<file path="config.mk">
export PLATFORM = sky130hd
export DESIGN_NAME = mod_n_sync_counter
export DESIGN_NICKNAME = d
export VERILOG_FILES = /design/src/rtl/mod_n_sync_counter_pkg.sv /design/src/rtl/mod_n_sync_counter_jk_cell.sv /design/src/rtl/mod_n_sync_counter.sv
export SDC_FILE = /design/constraint.sdc
export NUM_CORES = 1
export LEC_CHECK = 0
export ABC_AREA = 1
export ABC_CLOCK_PERIOD_IN_PS = 3550
export CAP_MARGIN = 10
export CORE_MARGIN = 2
export CORE_UTILIZATION = 40
export CTS_CLUSTER_DIAMETER = 100
export DETAILED_ROUTE_END_ITERATION = 8
export HOLD_SLACK_MARGIN = 0.02
export PLACE_DENSITY = 0.76
export SLEW_MARGIN = 25
export SYNTH_ARGS = -nofsm -noshare
export SYNTH_HDL_FRONTEND = slang
export SYNTH_SLANG_ARGS = --single-unit
</file>
<file path="constraint.sdc">
create_clock -name clk -period 3.55 [get_ports clk]
set_clock_uncertainty 0.2 [all_clocks]
set_input_delay 0.5325 -clock clk [delete_from_list [all_inputs] [get_ports clk]]
set_output_delay 0.5325 -clock clk [all_outputs]
set_load 0.03 [all_outputs]
</file>
<file path="src/rtl/mod_n_sync_counter_pkg.sv">
// Shared mode constants and modulus helper for the modulo-N synchronous counter.
// MODULUS of 0 selects the full binary range of the counter width.
package mod_n_sync_counter_pkg;

    localparam int CNT_WRAP = 0;
    localparam int CNT_SAT  = 1;

    function automatic int eff_modulus(input int width, input int modulus);
        return (modulus == 0) ? (1 << width) : modulus;
    endfunction

endpackage

</file>
<file path="src/rtl/mod_n_sync_counter_jk_cell.sv">
// Single JK flip-flop with synchronous active-high reset.
// One instance per counter bit.
module mod_n_sync_counter_jk_cell (
    input  logic clk,
    input  logic reset,
    input  logic j,
    input  logic k,
    output logic q
);

    logic q_q;

    always_ff @(posedge clk) begin
        if (reset) begin
            q_q <= 1'b0;
        end else begin
            case ({j, k})
                2'b01:   q_q <= 1'b0;
                2'b10:   q_q <= 1'b1;
                2'b11:   q_q <= ~q_q;
                default: q_q <= q_q;
            endcase
        end
    end

    assign q = q_q;

endmodule

</file>
<file path="src/rtl/mod_n_sync_counter.sv">
// Modulo-N up/down counter built from per-bit JK cells with common-clock toggle logic.
// Supports load with range check, wrap or saturate at the ends, and a terminal-count flag.
module mod_n_sync_counter
    import mod_n_sync_counter_pkg::*;
#(
    parameter int WIDTH    = 4,
    parameter int MODULUS  = 10,
    parameter int SATURATE = CNT_WRAP
) (
    input  logic             clk,
    input  logic             reset,
    input  logic             en,
    input  logic             up_dn,
    input  logic             load,
    input  logic [WIDTH-1:0] load_val,
    output logic [WIDTH-1:0] count,
    output logic             tc,
    output logic             load_err
);

    localparam int               EFF_MOD = eff_modulus(WIDTH, MODULUS);
    localparam logic [WIDTH-1:0] MAX_VAL = WIDTH'(EFF_MOD - 1);

    generate
        if (WIDTH < 1 || WIDTH > 30) begin : g_bad_width
            $error("mod_n_sync_counter: WIDTH %0d out of range", WIDTH);
        end
        if (MODULUS != 0 && (MODULUS < 2 || MODULUS > (1 << WIDTH))) begin : g_bad_mod
            $error("mod_n_sync_counter: MODULUS %0d illegal for WIDTH %0d", MODULUS, WIDTH);
        end
        if (SATURATE != CNT_WRAP && SATURATE != CNT_SAT) begin : g_bad_sat
            $error("mod_n_sync_counter: SATURATE must be 0 or 1");
        end
    endgenerate

    logic [WIDTH-1:0] count_q;
    logic [WIDTH-1:0] nxt_d;
    logic [WIDTH-1:0] toggle;
    logic [WIDTH-1:0] fast_toggle;
    logic [WIDTH-1:0] j_vec;
    logic [WIDTH-1:0] k_vec;
    logic             force_d;
    logic             load_err_d;
    logic             load_err_q;
    logic             at_term;

    assign at_term = up_dn ? (count_q == MAX_VAL) : (count_q == '0);
    assign tc      = en & at_term;

    always_comb begin
        nxt_d      = count_q;
        force_d    = 1'b0;
        load_err_d = 1'b0;
        if (load) begin
            // A rejected load still forces the cells so they hold, ignoring en.
            force_d = 1'b1;
            if (load_val <= MAX_VAL) begin
                nxt_d = load_val;
            end else begin
                load_err_d = 1'b1;
            end
        end else if (en) begin
            if (count_q > MAX_VAL) begin
                nxt_d   = '0;
                force_d = 1'b1;
            end else if (up_dn) begin
                if (count_q == MAX_VAL) begin
                    nxt_d = (SATURATE == CNT_SAT) ? count_q : '0;
                end else begin
                    nxt_d = count_q + 1'b1;
                end
            end else begin
                if (count_q == '0) begin
                    nxt_d = (SATURATE == CNT_SAT) ? count_q : MAX_VAL;
                end else begin
                    nxt_d = count_q - 1'b1;
                end
            end
        end
    end

    // Ripple-free binary toggle terms; terminal values take the exact toggle set instead.
    genvar i;
    generate
        for (i = 0; i < WIDTH; i++) begin : g_bit
            if (i == 0) begin : g_lsb
                assign fast_toggle[i] = en;
            end else begin : g_upper
                assign fast_toggle[i] = en & (up_dn ? (&count_q[i-1:0]) : ~(|count_q[i-1:0]));
            end

            assign toggle[i] = tc ? (count_q[i] ^ nxt_d[i]) : fast_toggle[i];
            assign j_vec[i]  = force_d ? nxt_d[i]  : toggle[i];
            assign k_vec[i]  = force_d ? ~nxt_d[i] : toggle[i];

            mod_n_sync_counter_jk_cell u_cell (
                .clk   (clk),
                .reset (reset),
                .j     (j_vec[i]),
                .k     (k_vec[i]),
                .q     (count_q[i])
            );
        end
    endgenerate

    always_ff @(posedge clk) begin
        if (reset) begin
            load_err_q <= 1'b0;
        end else begin
            load_err_q <= load_err_d;
        end
    end

    assign count    = count_q;
    assign load_err = load_err_q;

endmodule

</file>
Figure 1. The metal 1 layer (run 1).
The bar under the picture is 10 um long. Supply wires on this layer in gray.
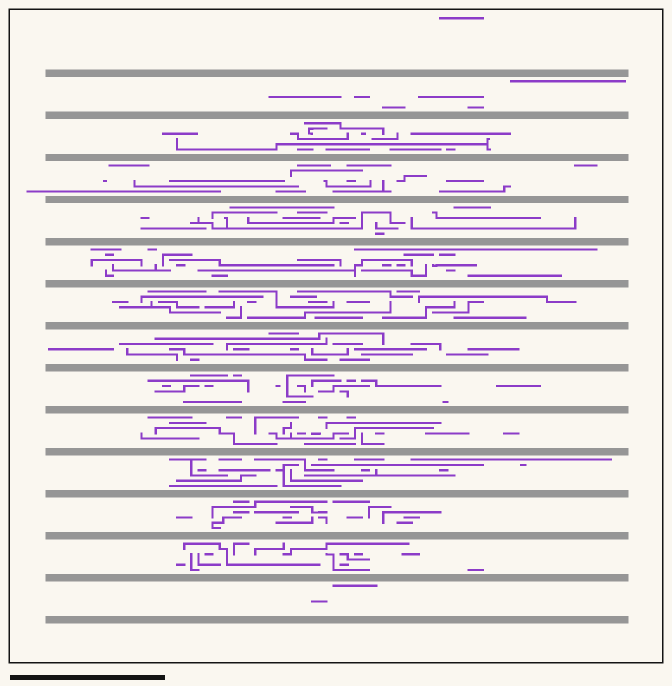
The longest straight run is 15.6 um. The layer carries 696 um of wire. The layer holds 49% of the routed length. 105 nets have wire on it. The wires run mostly horizontal.

Figure 2. Signal wires on met2 (run 1).
Cells faint in the background.
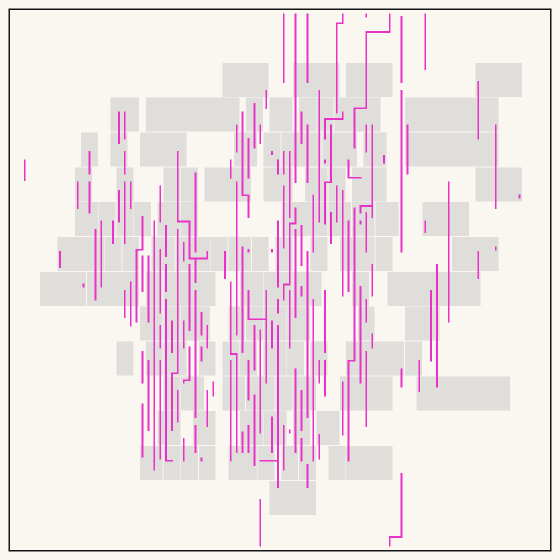
92 nets have wire on it. The wires run mostly vertical. The layer carries 646 um of wire. The layer holds 46% of the routed length.
Routed WL: 1.41 mm
vias: 665

Figure 3. The metal 3 layer (run 1).
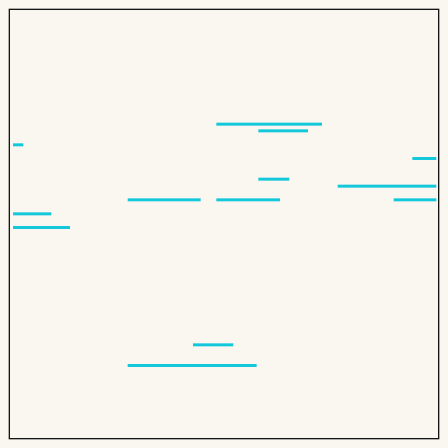
The longest straight run is 12.4 um. The layer holds 5.0% of the routed length. The layer carries 71.3 um of wire. The wires run mostly horizontal.

==> ci_impl_report.md, run 1 <==
### Flow metrics

| Metric | Value |
|---|---|
| Chip width | `between 40 and 50 um` |
| Combinational Power Share | `between 30% and 40%` |
| Clock transition at the registers of the reported paths | `50 ps` |
| Post-CTS sizing | `0` |
| P_leak | `~0.33 nW` |
| Critical Path RT | `around 2800 ps` |
| GPL Wtd Cong | `0.870` |
| F_max | `about 340 MHz` |
| Yosys top cell by area | `nand2_1` |
| Sw Share | `between 30% and 40%` |
| Syn nets | `approximately 110` |
| Met3 wire len | `just over 70 um` |
| Final TNS setup | `0 ps` |
| Share of cells above drive strength 1 | `8.26%` |
| Final instance area | `slightly above 700 um2` |
| Core Footprint | `1330 um2` |
| Biggest cell delay along the critical path | `around 670 ps` |
| Syn Area/Cell | `slightly below 6 um2` |
| Routed vias/inst | `roughly 5.4` |
| Inverters | `11` |
| Row count | `13` |
| Number of non-clock buffers in the layout | `14` |
| GR peak layer | `met2` |
| Status | `completed` |
| Die H | `approximately 42 um` |
| Slowest CP cell | `clkdlybuf4s50_1` |
| EDFF count, synth | `0` |
| Max Cap Viol | `0` |
| Grt ovf | `0` |
| Crit path max fanout | `8` |
| Final core occ | `53.1%` |
| Reg power frac | `31.5%` |
| Logic share of the area | `a little over half` |
| Port Buffers | `14` |
| Post-CTS Hold Buffers | `0` |
| Mapped Area | `about 600 um2` |
| WS Path Type | `in -> out` |
| Synth Warn # | `0` |
| Mapped Cells | `98` |
| Unique cell types | `21` |
| Final ANT Viol Nets | `0` |
| Most common cell in the synthesized netlist | `nand2_1` |
[run 1: power by group through the flow]
stage / clock network (mW) / registers [mW] / logic (mW)
finish: 0.0658 / 0.0723 / 0.0913
detailed placement: 0 / 0.0731 / 0.0904
CTS: 0.0670 / 0.0721 / 0.0906
floorplan: 0 / 0.0654 / 0.0753
global route: 0.0697 / 0.0733 / 0.102
global placement: 0 / 0.0735 / 0.0911
[run 1: worst max-delay path, delay by kind of cell]
family | cells | cell delay, ps
buf+inv | 3 | 1400
simple gates | 3 | 280
[run 1: kinds of logic (layout without fill, tap and decap cells)]
group,after synthesis,after routing,synth area share [%]
buf+inv,18,29,17.4
compound gates,19,19,18.9
fa+ha+maj,1,1,2.15
flops,5,5,17.2
simple gates,54,54,42.7
mux,1,1,1.72
[run 1: stage by stage]
step                hold slack (ps)  total power, mW  worst slack [ps]
finish                          464            0.229               590
global route                    495            0.246               472
CTS                             465            0.230               599
detailed placement              457            0.163               606
global placement                439            0.165               622
floorplan                       374            0.141              1810
[run 1: worst max-delay path by stage]
stage               to  cells past startpoint  slack [ps]               from
floorplan           tc                      5        1810  g_bit[0].u_cell.q
global placement    tc                      6         620              up_dn
detailed placement  tc                      6         610              up_dn
CTS                 tc                      6         600              up_dn
global route        tc                      6         470              up_dn
finish              tc                      6         590              up_dn
[run 1: cell usage in the layout, fill, tap and decap left out, drive strengths merged]
cell type and count:
nand2 27, clkdlybuf4s50 14, o211ai 1, or2 1, mux2i 1, nand3 9, nand4 5, ha 1
o21ai 9, nor3 2, inv 11, a21oi 6, o41ai 1, nor2 10, o21bai 1, dfxtp 5
clkbuf 4, a211oi 1
[run 1: registers in the layout, summed over array words and instances, names as in the netlist]
signal	flops
g_bit.u_cell.q	4
load_err	1
==> run 1 -> run 2 <==
Settings changed: ABC_CLOCK_PERIOD_IN_PS 3550 to 3000.
Clock period 3.55 ns to 3 ns, I/O delays scaled along.
Figure 4. The metal 1 layer (run 2).
The bar under the picture is 10 um long. Supply wires on this layer in gray.
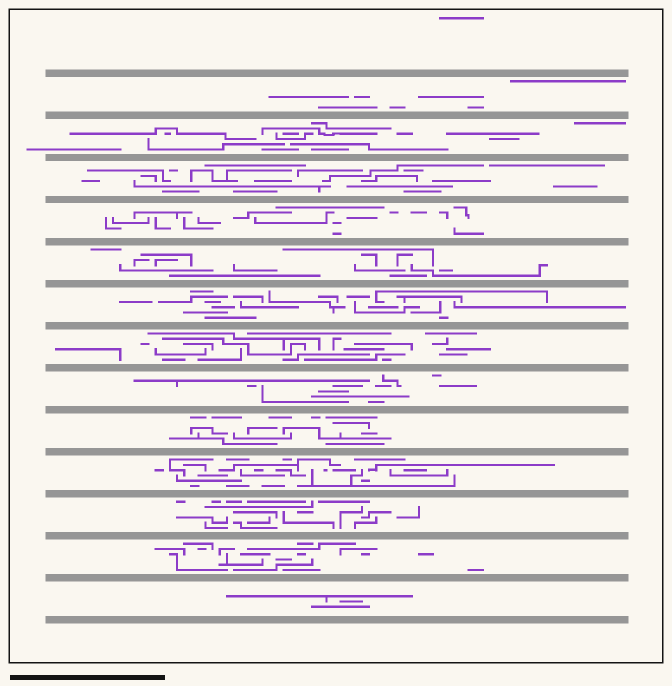
The layer holds 47% of the routed length. The layer carries 686 um of wire. 106 nets have wire on it. The longest straight run is 15.2 um.

==> run 2 against run 1 <==
Global-route usage about the same. Area after synthesis is the same. First-iteration DRC count up 100%.
==> ci_impl_report.md, run 2 <==
### Flow metrics

| Metric | Value |
|---|---|
| Status | `completed` |
| Routed WL | `1.45 mm` |
| CP delay by family, top | `buffers and inverters` |
| Share of cells above drive strength 1 | `between 9 and 10%` |
| Mapped Area | `583 um2` |
| Setup crit start | `up_dn` |
| Critical Path RT | `roughly 2400 ps` |
| Routed vias/inst | `roughly 5.4` |
| Final ANT Viol Nets | `0` |
| Commonest Layout Cell | `nand2_1` |
| Final Total Pwr | `between 200 and 300 uW` |
| P_clk | `slightly above 80 uW` |
| Max FFs per register | `4` |
| P_leak | `0.335 nW` |
| Vias | `681` |
| GPL Wtd Cong | `roughly 0.93` |
| Post-CTS sizing | `0` |
| Reg power frac | `between 20% and 30%` |
| Seq group | `between 80 and 90 uW` |
| Syn nets | `roughly 110` |
| Core Footprint | `between 1000 and 1500 um2` |
| EDFF count, synth | `0` |
| Sw Share | `39.2%` |
| Unique cell types | `21` |
| Die H | `about 42 um` |
| Slowest CP cell | `clkdlybuf4s50_1` |
-- run 2: netlist changes by cell type in the layout (fill, tap and decap cells not counted), sizes merged --
cell and delta:
buf +1
-- run 2: stage by stage --
| stage | setup slack (ps) | hold WS (ps) | cell area (um2) | util (%) |
|---|---|---|---|---|
| 3_3_place_gp | 234 | 431 | 689 | 51.7 |
| 4_1_cts | 203 | 439 | 716 | 53.7 |
| 3_5_place_dp | 212 | 433 | 689 | 51.7 |
| 5_1_grt | 108 | 476 | 716 | 53.7 |
| 6_report | 193 | 436 | 716 | 53.7 |
| 2_1_floorplan | 1340 | 322 | 583 | - |
-- run 2: per-layer routing --
layer,up-vias,wire length (um),track usage [%]
li1,347,-,-
met1,301,685,25.4
met2,31,645,24.0
met3,2,103,5.17
met4,0,19,5.63
met5,-,0,0
-- run 2: worst paths after layout --
check / endpoint / slack, ps / cells past startpoint
worst min register to register: g_bit[2].u_cell.q / 440 / 2
worst max register to register: g_bit[3].u_cell.q / 1270 / 11
worst max-delay path: tc / 190 / 6
worst min-delay path: g_bit[2].u_cell.q / 440 / 2
-- run 2: area by class of cell --
cell class,count,area [um2],share of cell area [%]
multi-input cells,75,382,53.3
well taps,15,18.8,2.62
clock buffers,4,26.3,3.67
flip-flops and latches,5,100,14.0
repair buffers,15,148,20.6
inverters,11,41.3,5.77
-- run 2: worst reg2reg max path, stage by stage, from the launching register on --
cell and delay (ps):
dfxtp_1 310, buf_4 170, nand2_1 80, inv_1 50, ha_1 170, or2_1 240
nand4_1 110, o21bai_2 60, nor2_1 90, nand2_1 60, inv_1 60, nor2_2 30
-- run 2: kinds of logic after synthesis --
logic type,after synthesis,synth area share [%]
buf+inv,18,17.4
compound gates,19,18.9
fa+ha+maj,1,2.15
mux,1,1.72
simple gates,54,42.7
flops,5,17.2
Power and IR drop assume default switching activity.
